## config.mk

```make
export PLATFORM = sky130hd
export DESIGN_NAME = shift_scheduler_flat
export DESIGN_NICKNAME = d
export VERILOG_FILES = /design/src/rtl/shift_scheduler_if.sv /design/src/rtl/shift_scheduler.sv /design/src/flat_wrapper.sv
export SDC_FILE = /design/constraint.sdc
export NUM_CORES = 1
export LEC_CHECK = 0
export ABC_AREA = 0
export CAP_MARGIN = 20
export CORE_AREA = 2 2 43 45
export DETAILED_ROUTE_END_ITERATION = 10
export DIE_AREA = 0 0 45 47
export PLACE_DENSITY = 0.77
export SLEW_MARGIN = 20
export SYNTH_ARGS = -nofsm -noshare
export SYNTH_HDL_FRONTEND = slang
export SYNTH_SLANG_ARGS = --single-unit
```

## constraint.sdc

```tcl
create_clock -name clk -period 1.3 [get_ports clk]
set_input_delay 0.13 -clock clk [delete_from_list [all_inputs] [get_ports clk]]
set_output_delay 0.13 -clock clk [all_outputs]
set_load 0.1 [all_outputs]
```

## src/rtl/shift_scheduler_if.sv

```systemverilog
// Handshake and serial-output bundle for shift_scheduler: two parallel
// requesters in, one LSB-first serial frame stream out.
interface shift_scheduler_if #(
  parameter int WIDTH = 6
);
  logic             req0_valid;
  logic [WIDTH-1:0] req0_data;
  logic             req0_ready;
  logic             req1_valid;
  logic [WIDTH-1:0] req1_data;
  logic             req1_ready;
  logic             sout;
  logic             sout_valid;
  logic             frame_start;
  logic             grant_id;
  logic             busy;

  modport master (
    output req0_valid, req0_data, req1_valid, req1_data,
    input  req0_ready, req1_ready, sout, sout_valid, frame_start, grant_id, busy
  );

  modport slave (
    input  req0_valid, req0_data, req1_valid, req1_data,
    output req0_ready, req1_ready, sout, sout_valid, frame_start, grant_id, busy
  );
endinterface

```

## src/rtl/shift_scheduler.sv

```systemverilog
// Two-requester round-robin arbiter feeding a WIDTH-bit parallel-to-serial
// shifter; one frame at a time, at least one IDLE cycle between frames.
module shift_scheduler #(
  parameter int WIDTH = 6
) (
  input  logic                clk,
  input  logic                rst,
  shift_scheduler_if.slave    bus
);
  localparam int CW = (WIDTH > 1) ? $clog2(WIDTH) : 1;

  typedef enum logic [0:0] {
    IDLE  = 1'b0,
    SHIFT = 1'b1
  } state_t;

  state_t           state_r;
  state_t           state_next_s;
  logic [WIDTH-1:0] shreg_r;
  logic [CW-1:0]    cnt_r;
  logic             last_grant_r;
  logic             grant_id_r;

  logic             win_valid_s;
  logic             win_id_s;
  logic [WIDTH-1:0] win_data_s;
  logic             last_cnt_s;

  assign last_cnt_s = (cnt_r == CW'(WIDTH - 1));

  // Arbiter: a lone requester wins; on contention the one not granted last wins.
  always_comb begin
    win_valid_s = 1'b0;
    win_id_s    = 1'b0;
    if (bus.req0_valid && bus.req1_valid) begin
      win_valid_s = 1'b1;
      win_id_s    = ~last_grant_r;
    end else if (bus.req0_valid) begin
      win_valid_s = 1'b1;
      win_id_s    = 1'b0;
    end else if (bus.req1_valid) begin
      win_valid_s = 1'b1;
      win_id_s    = 1'b1;
    end else begin
      win_valid_s = 1'b0;
      win_id_s    = 1'b0;
    end
    win_data_s = win_id_s ? bus.req1_data : bus.req0_data;
  end

  // State register.
  always_ff @(posedge clk) begin
    if (rst) begin
      state_r <= IDLE;
    end else begin
      state_r <= state_next_s;
    end
  end

  // Next-state logic.
  always_comb begin
    state_next_s = state_r;
    case (state_r)
      IDLE: begin
        if (win_valid_s) begin
          state_next_s = SHIFT;
        end else begin
          state_next_s = IDLE;
        end
      end
      SHIFT: begin
        if (last_cnt_s) begin
          state_next_s = IDLE;
        end else begin
          state_next_s = SHIFT;
        end
      end
      default: state_next_s = IDLE;
    endcase
  end

  // Datapath: capture winner word on handshake, then shift one bit per cycle.
  always_ff @(posedge clk) begin
    if (rst) begin
      shreg_r      <= '0;
      cnt_r        <= '0;
      last_grant_r <= 1'b1;
      grant_id_r   <= 1'b0;
    end else begin
      case (state_r)
        IDLE: begin
          if (win_valid_s) begin
            shreg_r      <= win_data_s;
            last_grant_r <= win_id_s;
            grant_id_r   <= win_id_s;
            cnt_r        <= '0;
          end else begin
            cnt_r        <= '0;
          end
        end
        SHIFT: begin
          shreg_r <= shreg_r >> 1'b1;
          cnt_r   <= last_cnt_s ? '0 : cnt_r + CW'(1);
        end
        default: begin
          shreg_r <= '0;
          cnt_r   <= '0;
        end
      endcase
    end
  end

  // Outputs; ready is gated by rst so reset always beats a same-edge handshake.
  always_comb begin
    bus.req0_ready  = 1'b0;
    bus.req1_ready  = 1'b0;
    bus.sout        = 1'b0;
    bus.sout_valid  = 1'b0;
    bus.frame_start = 1'b0;
    bus.busy        = 1'b0;
    bus.grant_id    = grant_id_r;
    case (state_r)
      IDLE: begin
        if (!rst && win_valid_s) begin
          bus.req0_ready = ~win_id_s;
          bus.req1_ready = win_id_s;
        end else begin
          bus.req0_ready = 1'b0;
          bus.req1_ready = 1'b0;
        end
      end
      SHIFT: begin
        bus.sout        = shreg_r[0];
        bus.sout_valid  = 1'b1;
        bus.frame_start = (cnt_r == '0);
        bus.busy        = 1'b1;
      end
      default: begin
        bus.busy = 1'b0;
      end
    endcase
  end
endmodule
```

## src/flat_wrapper.sv

```systemverilog
// flat-port wrapper written by rule: the top's interface ports become plain ports
module shift_scheduler_flat 
#(
  parameter int WIDTH = 6
)
  (clk, rst, bus_req0_valid, bus_req0_data, bus_req1_valid, bus_req1_data, bus_req0_ready, bus_req1_ready, bus_sout, bus_sout_valid, bus_frame_start, bus_grant_id, bus_busy);
  shift_scheduler_if #(.WIDTH(WIDTH)) bus_i ();
  input  logic clk;
  input  logic rst;
  input wire logic [$bits(bus_i.req0_valid)-1:0] bus_req0_valid;
  input wire logic [$bits(bus_i.req0_data)-1:0] bus_req0_data;
  input wire logic [$bits(bus_i.req1_valid)-1:0] bus_req1_valid;
  input wire logic [$bits(bus_i.req1_data)-1:0] bus_req1_data;
  output wire logic [$bits(bus_i.req0_ready)-1:0] bus_req0_ready;
  output wire logic [$bits(bus_i.req1_ready)-1:0] bus_req1_ready;
  output wire logic [$bits(bus_i.sout)-1:0] bus_sout;
  output wire logic [$bits(bus_i.sout_valid)-1:0] bus_sout_valid;
  output wire logic [$bits(bus_i.frame_start)-1:0] bus_frame_start;
  output wire logic [$bits(bus_i.grant_id)-1:0] bus_grant_id;
  output wire logic [$bits(bus_i.busy)-1:0] bus_busy;
  assign bus_i.req0_valid = bus_req0_valid;
  assign bus_i.req0_data = bus_req0_data;
  assign bus_i.req1_valid = bus_req1_valid;
  assign bus_i.req1_data = bus_req1_data;
  assign bus_req0_ready = bus_i.req0_ready;
  assign bus_req1_ready = bus_i.req1_ready;
  assign bus_sout = bus_i.sout;
  assign bus_sout_valid = bus_i.sout_valid;
  assign bus_frame_start = bus_i.frame_start;
  assign bus_grant_id = bus_i.grant_id;
  assign bus_busy = bus_i.busy;
  shift_scheduler #(.WIDTH(WIDTH)) u_core (.clk(clk), .rst(rst), .bus(bus_i));
endmodule
```

**Routed clock nets over the placement**

Drawn at 10 px/um.
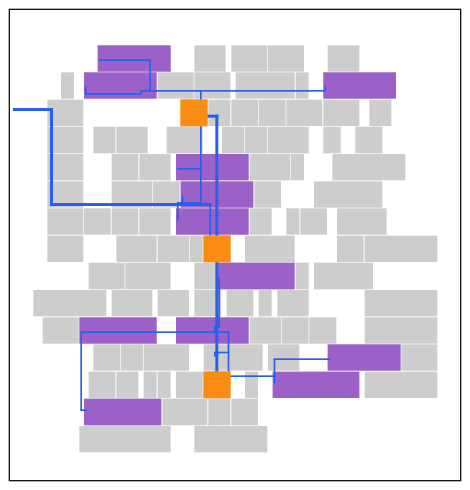
clock wires: marked blue, length 165 um. flip-flops: marked purple, count 12. clock drivers: marked orange, count 3.
There are 4 routed clock nets.
Clk power: 0.241 mW
clock network fraction of design power: 23.4%
Late-Pin Clk Latency: 0.27 ns
worst clock skew: 0.00315 ns

**Clock wiring as the flow saved it**

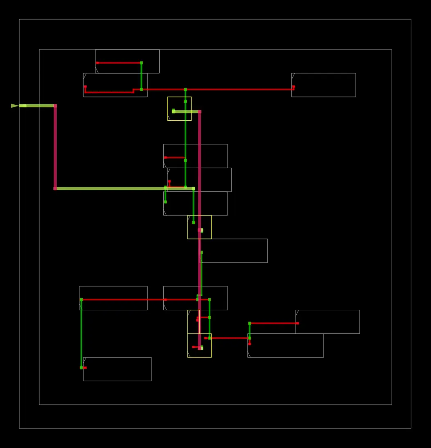
number of buffers created by CTS: 3
clock sink count: 12
FFs & Latches: 12
tally of clock buffers in the finished layout: 4

==> summary.txt <==
Item: results of the latest flow run.

- In this run, placement finished with an instance count of 112.
- The synthesized netlist occupies a cell area of 647 um^2.
- The number of top-level pins is 23.
- The run finished, with violations left.
- The number of nets with antenna violations after detailed routing is 0.
- The destination of the worst register-to-register timing path is u_core.shreg_r[0].
- Entering global routing, the biggest net connects 10 pins.
- After floorplanning, the core was sized to cover 1650 um^2.
- The number of cells in Yosys stat is 68.
- Dividing total power by cell area gives a power density of 911 nW/um^2.
- The first element of the critical path is u_core.last_grant_r.
- The busiest metal layer after global routing is met2.
- In this run, post-CTS hold repair placed 0 buffers.
- The highest attainable clock frequency is 722 MHz.
- The slowest stage of the critical path belongs to the cell sky130_fd_sc_hd__dfxtp_2.
- The script extracted a net switching power of 0.337 mW.
- The count of flip-flops with a built-in enable after synthesis is 0.
- The depth of the worst hold-timing path is 3.
- The post-route non-filler standard cell count is 120.
- Once iteration 0 of detailed routing completed, the report listed 11 DRC markers.
- For this run the aggregate overflow at the end of global routing stands at 0.
- The number of antenna violations at the first check in global routing was 0.
- The post-route clock period utilization is 107%.
- The via count of the first global-routing pass is 640.
- The iteration count of the initial detailed-routing pass is 4.
- The highest layer touched by signal routing is met4.
- Post-CTS repair changed the size of 10 cells.
- Summing the sequential cell areas from Yosys gives 37.1% of the chip area.
- For this run, the script counts the antenna cells in the layout as 0.
- The number of failing setup endpoints in the final timing report is 2.
- Looking at the clock tree report, the H-tree level count equals 1.
- Of the total synthesized cell area, the portion taken by XOR and XNOR cells is 0%.
- The worst register-to-register path has a setup slack of 0.02 ns.
- The worst slew margin relative to its limit is 83.2%.
- The cell count along the critical path is 3.
- TritonCTS built the clock tree.
- The total vias in the final route is 654.
- Summed over all cells, the static leakage comes to 0.492 nW.
- The start-to-end type of the worst setup path is reg -> out.
- The total die size is 2120 um^2.
- In the hold report, the worst path ends at u_core.shreg_r[3].
- The global placement routability congestion is 0.718.
- The critical path startpoint category is a register.
- Overall routing resource usage recorded by global route was 17.5%.
- STA lists the startpoint of the worst register-to-register path as u_core.last_grant_r.
- The top cell family by delay on the critical path is flip-flops.
- The largest incremental delay on the critical path is 0.35 ns.
- The HPWL after detailed placement is 1250 um.
- The combinational family with the most area after synthesis is AND-OR/OR-AND gates.
- Setup repair after global routing could not meet its margin everywhere.
- Traced cell by cell, the critical path runs through a21bo_4 -> nor3_4 -> buf_12.
- The final reports fail on setup timing.
- The floorplan has 15 rows.
- The total setup buffers inserted after CTS is 3.
- Summed over all nets, wire length on met3 after detailed routing comes to 86 um.
- The layout overhead on the synthesized area is 75.2%.
- The synthesis log from Yosys contains 0 warnings.
- Global routing consumed, on the met1 layer, 22.4% of the routing resources.
- The compound-gate portion of the synthesized area is 23.8%.
- The post-layout worst setup margin is -0.0848 ns.
- The synthesized net count is 87.
- The starting density of the core is 39.2%.
- CTS placed an instance of sky130_fd_sc_hd__clkbuf_4 at the clock tree root.
- For met3 alone, demand over resource in global routing was 2.31%.
- For the final routed database, the setup TNS stands at -0.144 ns.
- In the synthesized netlist the dominant register cell turns out to be sky130_fd_sc_hd__dfxtp_1.
- The wire length the detailed router placed on met1 is 767 um.
- The average cell area after synthesis is 9.51 um^2.
- After synthesis, the netlist uses 28 different library cells.
- Per the CTS log, the buffer count on the longest clock path is 2.
- The worst VDD IR drop from the latest analysis is 504 uV.
- The fraction of registers with async set/reset is 0%.
- The data arrival time of the critical path is 1.25 ns.
- The post-route netlist has 40.8% of its cells at a drive strength greater than 1.
- The first global-routing pass estimated 2620 um of wire.
- The path class of the tightest hold or removal check is in -> reg.
- For reference, the mux area share after synthesis is 3.09%.
- The count of pins over their slew limit is 0.
- The number of warnings in the stage logs is 31.
- u_core.shreg_r holds more flip-flops than any other register.
- The net total in the final layout is 123.
- The global routing report lists met2 layer usage as 28.0%.
- The registers reported with the highest flop counts are u_core.shreg_r: 6 flops, u_core.cnt_r: 3 flops.
- The final critical-path required period is 1.38 ns.
- The share of total power dissipated in sequential elements is 40.4%.
- The maximum fanout count along the critical path is 5.
- Cells fill 68.6% of the core in the end.
- The data required time reported for the critical path is 1.17 ns.
- The worst register-to-register path depth is 4.
- The script logs the mean routed wire length per placed instance as 13.9 um.
- The count of unresolved DRC violations after routing is 0.
- Net switching is 32.6% of the power.
- After Yosys synthesis, and, or, nand and nor cells account for 22.1% of the synthesized area.
- The final instance area is 1130 um^2.
- Synthesis produced a netlist whose cell count is 68.
- On the reported timing paths, the clock transition at the registers reads 0.07 ns.
- The worst setup path endpoint is bus_req1_ready.
- The flip-flop count of the largest register after layout is 6.
- The kind of end point of the critical path is an output port.
- The arithmetic-cell share of the synthesized area counting full adders, half adders and majority gates is 5.80%.
- The max-capacitance violation count is 0.
- The source of the worst hold timing path is bus_req1_valid.
- Summing all placed instances gives a cell area of 1040 um^2.
- In the detailed route, the total length drawn on met2 is 777 um.
- The total routed wirelength is 1670 um.
- Of the total power, combinational logic draws 36.2%.
- The pin slew with the least headroom to its limit is 0.251 ns.
- Dividing the detail-routed via count by the number of cells gives 5.45.
- The script reports the combined buffer and inverter count of the critical path as 1.
- The total count of hold-check failures in the final report is 0.
- The total cell area reported by yosys after synthesis is 647 um^2.
- Internal power comes to 0.695 mW.
- The post-synth register bit count is 12.
**I/O pins on the die edge**

Drawn at 8 px/um. Pins as bars across the die edge, other pins in gray.
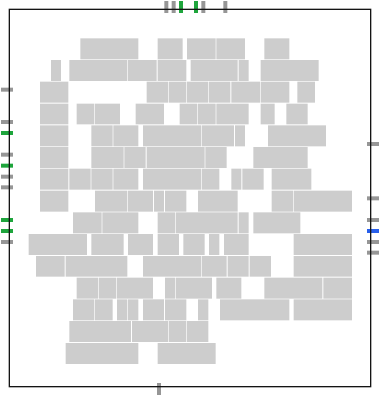
`bus_req1_data`: marked green, pins 6, direction input, edge 4 left, 2 top. `bus_req1_ready`: marked blue, pins 1, direction output, edge right.
Die Y-Extent: 47 um
I/O Buffers: 22
Chip Width: 45 um

## Yosys cell counts (3+ instances only)
cell,count,share of area [%]
sky130_fd_sc_hd__dfxtp_1,12,37
sky130_fd_sc_hd__inv_1,5,2.9
sky130_fd_sc_hd__nor2_1,4,2.3
sky130_fd_sc_hd__nor2b_1,4,3.9
sky130_fd_sc_hd__a22o_1,3,4.1
sky130_fd_sc_hd__a31oi_1,3,2.9
sky130_fd_sc_hd__ha_1,3,5.8
sky130_fd_sc_hd__nand3b_1,3,3.5
sky130_fd_sc_hd__nor3_1,3,2.3
sky130_fd_sc_hd__o221a_1,3,5.2
## power groups by stage
stage / logic, mW / registers [mW] / clock network (mW)
3_3_place_gp: 0.348 / 0.422 / 0
4_1_cts: 0.364 / 0.416 / 0.247
5_1_grt: 0.392 / 0.420 / 0.265
6_report: 0.374 / 0.417 / 0.241
2_1_floorplan: 0.187 / 0.446 / 0
3_5_place_dp: 0.354 / 0.423 / 0
## placed cells by master (no fill, tap or decap), types with 2 or more instances in the layout
| master | Yosys | final |
|---|---|---|
| sky130_fd_sc_hd__a22o_1 | 3 | 3 |
| sky130_fd_sc_hd__a31oi_1 | 3 | 3 |
| sky130_fd_sc_hd__and3_1 | 2 | 2 |
| sky130_fd_sc_hd__buf_12 | 0 | 7 |
| sky130_fd_sc_hd__buf_4 | 2 | 14 |
| sky130_fd_sc_hd__clkbuf_4 | 0 | 3 |
| sky130_fd_sc_hd__clkdlybuf4s50_1 | 0 | 13 |
| sky130_fd_sc_hd__dfxtp_1 | 12 | 8 |
| sky130_fd_sc_hd__dfxtp_2 | 0 | 3 |
| sky130_fd_sc_hd__dlygate4sd2_1 | 0 | 2 |
| sky130_fd_sc_hd__ha_1 | 3 | 2 |
| sky130_fd_sc_hd__inv_1 | 5 | 3 |
| sky130_fd_sc_hd__inv_2 | 0 | 2 |
| sky130_fd_sc_hd__mux2i_1 | 2 | 2 |
| sky130_fd_sc_hd__nand2b_4 | 0 | 2 |
| sky130_fd_sc_hd__nand3b_1 | 3 | 3 |
| sky130_fd_sc_hd__nor2_1 | 4 | 4 |
| sky130_fd_sc_hd__nor2b_1 | 4 | 4 |
| sky130_fd_sc_hd__o221a_1 | 3 | 3 |
| sky130_fd_sc_hd__o221a_2 | 2 | 2 |
## per-stage QoR
| step | hold WS (ns) | setup slack [ns] | power [mW] |
|---|---|---|---|
| after detailed placement | 0.473 | -0.286 | 0.777 |
| after global routing | 0.418 | -0.147 | 1.08 |
| after CTS | 0.397 | -0.0970 | 1.03 |
| after global placement | 0.465 | -0.233 | 0.770 |
| final | 0.404 | -0.0848 | 1.03 |
| after floorplan | 0.277 | -0.316 | 0.632 |
## worst min-delay path: stages
cell,delay (ns)
sky130_fd_sc_hd__dlygate4sd2_1,0.25
sky130_fd_sc_hd__o221a_2,0.21
sky130_fd_sc_hd__nor3_2,0.04
## layout make-up
class / instances / area, um^2
well taps: 17 / 21.3
flip-flops and latches: 12 / 248
inverters: 5 / 18.8
multi-input cells: 46 / 427
repair buffers: 36 / 393
clock buffers: 4 / 26.3
fillers: 133 / 518
Power and IR drop assume default switching activity.
